[src/rtl/mult_pipe_if.sv]
// Issue, bypass-query and write-back bundle of the multiply pipeline.
// master = issuer / bypass controller / write-back side, slave = mult_pipe.
interface mult_pipe_if #(
    parameter int DATA_W = 32,
    parameter int ADDR_W = 5
);
    logic              issue_valid_i;
    logic [DATA_W-1:0] issue_a_i;
    logic [DATA_W-1:0] issue_b_i;
    logic [ADDR_W-1:0] issue_addr_i;
    logic              issue_we_i;
    logic [31:0]       issue_instr_i;
    logic [31:0]       issue_pc_i;

    logic [ADDR_W-1:0] rd_addr_a_i;
    logic [ADDR_W-1:0] rd_addr_b_i;
    logic              hit_a_o;
    logic              ready_a_o;
    logic [DATA_W-1:0] data_a_o;
    logic              hit_b_o;
    logic              ready_b_o;
    logic [DATA_W-1:0] data_b_o;

    logic              wb_valid_o;
    logic              wb_we_o;
    logic [ADDR_W-1:0] wb_addr_o;
    logic [DATA_W-1:0] wb_data_o;
    logic [31:0]       wb_instr_o;
    logic [31:0]       wb_pc_o;

    modport master (
        output issue_valid_i, issue_a_i, issue_b_i, issue_addr_i, issue_we_i,
               issue_instr_i, issue_pc_i, rd_addr_a_i, rd_addr_b_i,
        input  hit_a_o, ready_a_o, data_a_o, hit_b_o, ready_b_o, data_b_o,
               wb_valid_o, wb_we_o, wb_addr_o, wb_data_o, wb_instr_o, wb_pc_o
    );

    modport slave (
        input  issue_valid_i, issue_a_i, issue_b_i, issue_addr_i, issue_we_i,
               issue_instr_i, issue_pc_i, rd_addr_a_i, rd_addr_b_i,
        output hit_a_o, ready_a_o, data_a_o, hit_b_o, ready_b_o, data_b_o,
               wb_valid_o, wb_we_o, wb_addr_o, wb_data_o, wb_instr_o, wb_pc_o
    );
endinterface

[src/rtl/mult_pipe.sv]
// DEPTH-stage low-half multiply pipe with bypass query; result on wb_* DEPTH-1 edges after issue.
// stall_i freezes every stage, flush_i drops all valid ops; MULT_PIPE_PERF_EN adds perf counters.
module mult_pipe #(
    parameter int DATA_W = 32,
    parameter int ADDR_W = 5,
    parameter int DEPTH  = 5
) (
    input  logic        clk_i,
    input  logic        rsn_i,
    input  logic        stall_i,
    input  logic        flush_i,
    mult_pipe_if.slave  bus_io
`ifdef MULT_PIPE_PERF_EN
    ,
    output logic [31:0] perf_issued_o,
    output logic [31:0] perf_retired_o,
    output logic [31:0] perf_flushed_o
`endif
);

    typedef struct packed {
        logic              vld;
        logic              we;
        logic [ADDR_W-1:0] addr;
        logic [DATA_W-1:0] dat;
        logic [31:0]       instr;
        logic [31:0]       pc;
    } stage_t;

    stage_t            stage_q [DEPTH];
    stage_t            stage_d [DEPTH];
    logic [DATA_W-1:0] prod_c;

    assign prod_c = bus_io.issue_a_i * bus_io.issue_b_i;

    always_comb begin
        for (int k = 0; k < DEPTH; k++) stage_d[k] = stage_q[k];
        if (flush_i) begin
            for (int k = 0; k < DEPTH; k++) stage_d[k].vld = 1'b0;
        end else if (!stall_i) begin
            for (int k = 1; k < DEPTH; k++) stage_d[k] = stage_q[k-1];
            stage_d[0].vld   = bus_io.issue_valid_i;
            stage_d[0].we    = bus_io.issue_we_i;
            stage_d[0].addr  = bus_io.issue_addr_i;
            stage_d[0].dat   = prod_c;
            stage_d[0].instr = bus_io.issue_instr_i;
            stage_d[0].pc    = bus_io.issue_pc_i;
        end
    end

    always_ff @(posedge clk_i or negedge rsn_i) begin
        if (!rsn_i) begin
            for (int k = 0; k < DEPTH; k++) stage_q[k] <= '0;
        end else begin
            for (int k = 0; k < DEPTH; k++) stage_q[k] <= stage_d[k];
        end
    end

    // Youngest match wins; only the last stage holds a finished product.
    function automatic logic [DATA_W+1:0] query(input logic [ADDR_W-1:0] rd);
        logic hit;
        logic rdy;
        int   idx;
        hit = 1'b0;
        idx = 0;
        for (int k = DEPTH - 1; k >= 0; k--) begin
            if (stage_q[k].vld && stage_q[k].we && (stage_q[k].addr == rd) && (rd != '0)) begin
                hit = 1'b1;
                idx = k;
            end
        end
        rdy = hit && (idx == DEPTH - 1);
        return {hit, rdy, (rdy ? stage_q[DEPTH-1].dat : {DATA_W{1'b0}})};
    endfunction

    assign {bus_io.hit_a_o, bus_io.ready_a_o, bus_io.data_a_o} = query(bus_io.rd_addr_a_i);
    assign {bus_io.hit_b_o, bus_io.ready_b_o, bus_io.data_b_o} = query(bus_io.rd_addr_b_i);

    assign bus_io.wb_valid_o = stage_q[DEPTH-1].vld;
    assign bus_io.wb_we_o    = stage_q[DEPTH-1].vld & stage_q[DEPTH-1].we;
    assign bus_io.wb_addr_o  = stage_q[DEPTH-1].addr;
    assign bus_io.wb_data_o  = stage_q[DEPTH-1].dat;
    assign bus_io.wb_instr_o = stage_q[DEPTH-1].instr;
    assign bus_io.wb_pc_o    = stage_q[DEPTH-1].pc;

`ifdef MULT_PIPE_PERF_EN
    logic [31:0] perf_issued_q,  perf_issued_d;
    logic [31:0] perf_retired_q, perf_retired_d;
    logic [31:0] perf_flushed_q, perf_flushed_d;
    logic [5:0]  n_vld_c;

    function automatic logic [31:0] sat_add(input logic [31:0] c, input logic [5:0] n);
        logic [32:0] s;
        s = {1'b0, c} + 33'(n);
        return s[32] ? 32'hFFFF_FFFF : s[31:0];
    endfunction

    always_comb begin
        n_vld_c = '0;
        for (int k = 0; k < DEPTH; k++) n_vld_c = n_vld_c + 6'(stage_q[k].vld);
        perf_issued_d  = sat_add(perf_issued_q,
                                 6'(bus_io.issue_valid_i & ~stall_i & ~flush_i));
        perf_retired_d = sat_add(perf_retired_q,
                                 6'(stage_q[DEPTH-1].vld & ~stall_i & ~flush_i));
        perf_flushed_d = sat_add(perf_flushed_q, flush_i ? n_vld_c : 6'd0);
    end

    always_ff @(posedge clk_i or negedge rsn_i) begin
        if (!rsn_i) begin
            perf_issued_q  <= '0;
            perf_retired_q <= '0;
            perf_flushed_q <= '0;
        end else begin
            perf_issued_q  <= perf_issued_d;
            perf_retired_q <= perf_retired_d;
            perf_flushed_q <= perf_flushed_d;
        end
    end

    assign perf_issued_o  = perf_issued_q;
    assign perf_retired_o = perf_retired_q;
    assign perf_flushed_o = perf_flushed_q;
`endif

endmodule

[src/flat_wrapper.sv]
// flat-port wrapper written by rule: the top's interface ports become plain ports
module mult_pipe_flat 
#(
    parameter int DATA_W = 32,
    parameter int ADDR_W = 5,
    parameter int DEPTH  = 5
)
  (clk_i, rsn_i, stall_i, flush_i, bus_io_issue_valid_i, bus_io_issue_a_i, bus_io_issue_b_i, bus_io_issue_addr_i, bus_io_issue_we_i, bus_io_issue_instr_i, bus_io_issue_pc_i, bus_io_rd_addr_a_i, bus_io_rd_addr_b_i, bus_io_hit_a_o, bus_io_ready_a_o, bus_io_data_a_o, bus_io_hit_b_o, bus_io_ready_b_o, bus_io_data_b_o, bus_io_wb_valid_o, bus_io_wb_we_o, bus_io_wb_addr_o, bus_io_wb_data_o, bus_io_wb_instr_o, bus_io_wb_pc_o);
  mult_pipe_if #(.DATA_W(DATA_W), .ADDR_W(ADDR_W)) bus_io_i ();
  input  logic clk_i;
  input  logic rsn_i;
  input  logic stall_i;
  input  logic flush_i;
  input wire logic [$bits(bus_io_i.issue_valid_i)-1:0] bus_io_issue_valid_i;
  input wire logic [$bits(bus_io_i.issue_a_i)-1:0] bus_io_issue_a_i;
  input wire logic [$bits(bus_io_i.issue_b_i)-1:0] bus_io_issue_b_i;
  input wire logic [$bits(bus_io_i.issue_addr_i)-1:0] bus_io_issue_addr_i;
  input wire logic [$bits(bus_io_i.issue_we_i)-1:0] bus_io_issue_we_i;
  input wire logic [$bits(bus_io_i.issue_instr_i)-1:0] bus_io_issue_instr_i;
  input wire logic [$bits(bus_io_i.issue_pc_i)-1:0] bus_io_issue_pc_i;
  input wire logic [$bits(bus_io_i.rd_addr_a_i)-1:0] bus_io_rd_addr_a_i;
  input wire logic [$bits(bus_io_i.rd_addr_b_i)-1:0] bus_io_rd_addr_b_i;
  output wire logic [$bits(bus_io_i.hit_a_o)-1:0] bus_io_hit_a_o;
  output wire logic [$bits(bus_io_i.ready_a_o)-1:0] bus_io_ready_a_o;
  output wire logic [$bits(bus_io_i.data_a_o)-1:0] bus_io_data_a_o;
  output wire logic [$bits(bus_io_i.hit_b_o)-1:0] bus_io_hit_b_o;
  output wire logic [$bits(bus_io_i.ready_b_o)-1:0] bus_io_ready_b_o;
  output wire logic [$bits(bus_io_i.data_b_o)-1:0] bus_io_data_b_o;
  output wire logic [$bits(bus_io_i.wb_valid_o)-1:0] bus_io_wb_valid_o;
  output wire logic [$bits(bus_io_i.wb_we_o)-1:0] bus_io_wb_we_o;
  output wire logic [$bits(bus_io_i.wb_addr_o)-1:0] bus_io_wb_addr_o;
  output wire logic [$bits(bus_io_i.wb_data_o)-1:0] bus_io_wb_data_o;
  output wire logic [$bits(bus_io_i.wb_instr_o)-1:0] bus_io_wb_instr_o;
  output wire logic [$bits(bus_io_i.wb_pc_o)-1:0] bus_io_wb_pc_o;
  assign bus_io_i.issue_valid_i = bus_io_issue_valid_i;
  assign bus_io_i.issue_a_i = bus_io_issue_a_i;
  assign bus_io_i.issue_b_i = bus_io_issue_b_i;
  assign bus_io_i.issue_addr_i = bus_io_issue_addr_i;
  assign bus_io_i.issue_we_i = bus_io_issue_we_i;
  assign bus_io_i.issue_instr_i = bus_io_issue_instr_i;
  assign bus_io_i.issue_pc_i = bus_io_issue_pc_i;
  assign bus_io_i.rd_addr_a_i = bus_io_rd_addr_a_i;
  assign bus_io_i.rd_addr_b_i = bus_io_rd_addr_b_i;
  assign bus_io_hit_a_o = bus_io_i.hit_a_o;
  assign bus_io_ready_a_o = bus_io_i.ready_a_o;
  assign bus_io_data_a_o = bus_io_i.data_a_o;
  assign bus_io_hit_b_o = bus_io_i.hit_b_o;
  assign bus_io_ready_b_o = bus_io_i.ready_b_o;
  assign bus_io_data_b_o = bus_io_i.data_b_o;
  assign bus_io_wb_valid_o = bus_io_i.wb_valid_o;
  assign bus_io_wb_we_o = bus_io_i.wb_we_o;
  assign bus_io_wb_addr_o = bus_io_i.wb_addr_o;
  assign bus_io_wb_data_o = bus_io_i.wb_data_o;
  assign bus_io_wb_instr_o = bus_io_i.wb_instr_o;
  assign bus_io_wb_pc_o = bus_io_i.wb_pc_o;
  mult_pipe #(.DATA_W(DATA_W), .ADDR_W(ADDR_W), .DEPTH(DEPTH)) u_core (.clk_i(clk_i), .rsn_i(rsn_i), .stall_i(stall_i), .flush_i(flush_i), .bus_io(bus_io_i));
endmodule
[config.mk]
export PLATFORM = sky130hd
export DESIGN_NAME = mult_pipe_flat
export DESIGN_NICKNAME = d
export VERILOG_FILES = /design/src/rtl/mult_pipe_if.sv /design/src/rtl/mult_pipe.sv /design/src/flat_wrapper.sv
export SDC_FILE = /design/constraint.sdc
export NUM_CORES = 2
export LEC_CHECK = 0
export CAP_MARGIN = 40
export CORE_ASPECT_RATIO = 0.7
export CORE_UTILIZATION = 55
export CTS_CLUSTER_SIZE = 12
export DETAILED_ROUTE_END_ITERATION = 7
export PLACE_DENSITY = 0.81
export SYNTH_ARGS = -nofsm -noshare
export SYNTH_HDL_FRONTEND = slang
export SYNTH_SLANG_ARGS = --single-unit
[constraint.sdc]
create_clock -name clk_i -period 3.4 [get_ports clk_i]
set_input_delay 0.34 -clock clk_i [delete_from_list [all_inputs] [get_ports clk_i]]
set_output_delay 0.34 -clock clk_i [all_outputs]
set_load 0.01 [all_outputs]
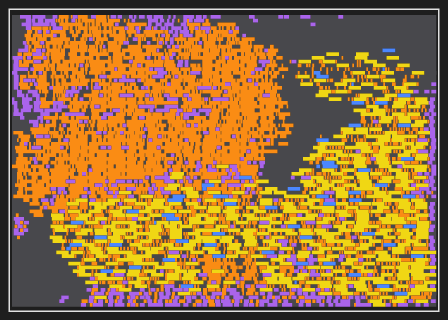
(images/placement_by_type.png)
Fill, decap, tap and diode cells in gray.
legend:
  clock drivers and dummy loads:
    color: blue
    cells: 61
  flops:
    color: yellow
    cells: 515
  other buffers and delay cells:
    color: purple
    cells: 650
  combinational and other logic:
    color: orange
    cells: 3317

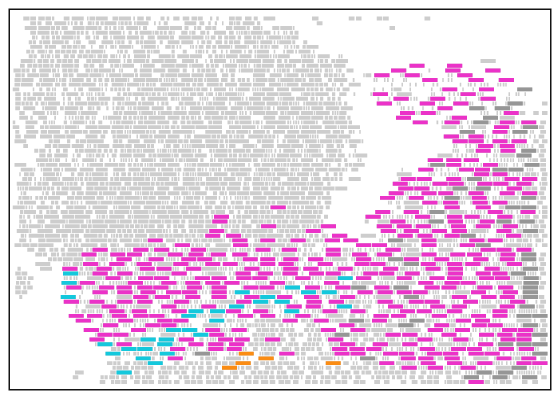
(images/flops_by_reg.png)
Other sequential cells in the stronger gray, the rest of the logic in the fainter gray.
legend:
  u_core.bus_io.wb_data_o:
    color: cyan
    flops: 32
  u_core.stage_q:
    color: magenta
    flops: 413
  u_core.bus_io.wb_addr_o:
    color: orange
    flops: 5
    where: south
not colored: 65
Register Area: 12900 µm²
Core Util, Final: 0.696
Seq area share: 0.283

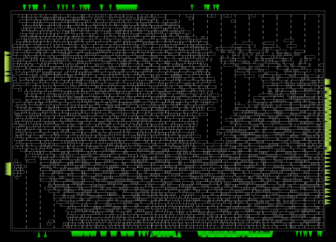
(images/placement.png)
flip-flops: 515
Layout fillers: 4566
fin cells: 5425
FP Rows: 78

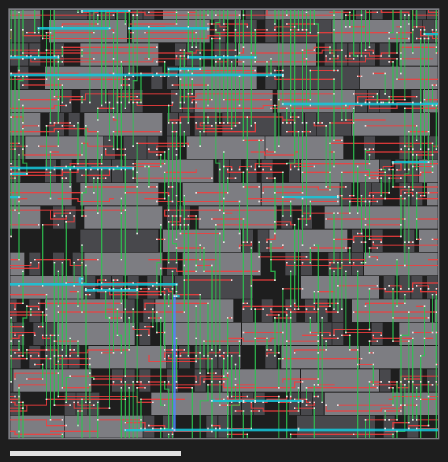
(images/detail.png)
Scale bar: 20 µm. Window x 53 to 103, y 30 to 80 µm. Cells in gray, sequential cells in the stronger gray; small squares are vias.
legend:
  metal 1:
    color: red
  metal 2:
    color: green
  metal 4:
    color: blue
  metal 3:
    color: cyan
netlist names of flops here include: u_core.stage_q (47), u_core.bus_io.wb_data_o (1)
sequential cells in the window: 48
most frequent: nand2_1 (151), dfrtp_1 (48), clkbuf_16 (4)
cells with their middle in the window: 214

[placed cells by master (no fill, tap or decap), drive strengths merged, types with 4 or more instances in the layout]
cell type and instances:
inv 387, o21ai 33, clkinv 4, nand3 11
xor2 61, and2 413, o31ai 4, clkbuf 60
buf 357, a21o 11, fa 408, mux2i 5
xnor2 68, nand2 1666, o21bai 5, dfrtp 515
a211oi 5, nor3 6, clkdlybuf4s50 272, nor4 10
bufbuf 4, dlygate4sd2 8, a21oi 29, or3 4
ha 123, nor2 19, a2111oi 4, and3 4
nand4 14
[flip-flops by register name, summed over array words and instances (netlist names)]
name	flops
u_core.bus_io.wb_data_o	32
u_core.bus_io.wb_instr_o	32
u_core.bus_io.wb_addr_o	5
u_core.stage_q	413
u_core.bus_io.wb_pc_o	32
u_core.bus_io.wb_valid_o	1
[final cells by class]
cell class | instances | area, µm² | area share
Clock buffer | 55 | 1280 | 0.0281
Timing Repair Buffer | 650 | 6580 | 0.144
Sequential cell | 515 | 12900 | 0.283
Clock inverter | 6 | 115 | 0.00252
Multi-Input combinational cell | 2931 | 22200 | 0.486
Inverter | 386 | 1450 | 0.0318
Tap cell | 880 | 1100 | 0.0242
Antenna cell | 2 | 5.00 | 0.000110
[cell families after synthesis]
group | after synthesis | share of synthesized area
fa+ha+maj | 531 | 0.264
xor+xnor | 130 | 0.0313
simple gates | 2156 | 0.251
flops | 515 | 0.350
buf+inv | 703 | 0.0820
compound gates | 108 | 0.0199
mux | 6 | 0.00167
==> metrics.yaml <==
status: "finished, violations left"
violations: "setup timing"
path_clk_slew_ns: 0.06
hold_buffers: 1
placed_area_um2: 42300
synth_area_um2: 36800
cp-start-kind: "input pin"
fp_nets: 4829
num-nets-final: 5214
warnings: 44
dr_wl_met2_um: 47000
syn_avg_cell_area_um2: 8.87
top_layer_used: "met4"
setup_violations: 26
synth.top_cells.by_count: "1666 x nand2_1, 515 x dfrtp_1, 413 x and2_1"
finalClockPeriodUsage: 1.86
r2r_start: "u_core.stage_q[501]"
die_h_um: 218
dr.pass1.iters: 6
dp_cells: 5293
core_area_um2: 65500
gr-total-overflow: 0
worstSetupEndpoint: "u_core.stage_q[506]"
cts_tree: "built"
final_layout_size_suffix_gt1_frac: 0.152
crit_start: "bus_io_issue_b_i[17]"
vias: 28700
hold_path_end: "u_core.stage_q[431]"
worst-path-stages: 25
layout_setup_ws_ns: -2.91
yosysCellCount: 4149
holdCritStartpoint: "bus_io_issue_pc_i[19]"
hp-class: "input pin to flop"
top_area_cell: "dfrtp_1"
use_met2: 0.466
grt_antenna_before_repair: 2
ys.flops: 515
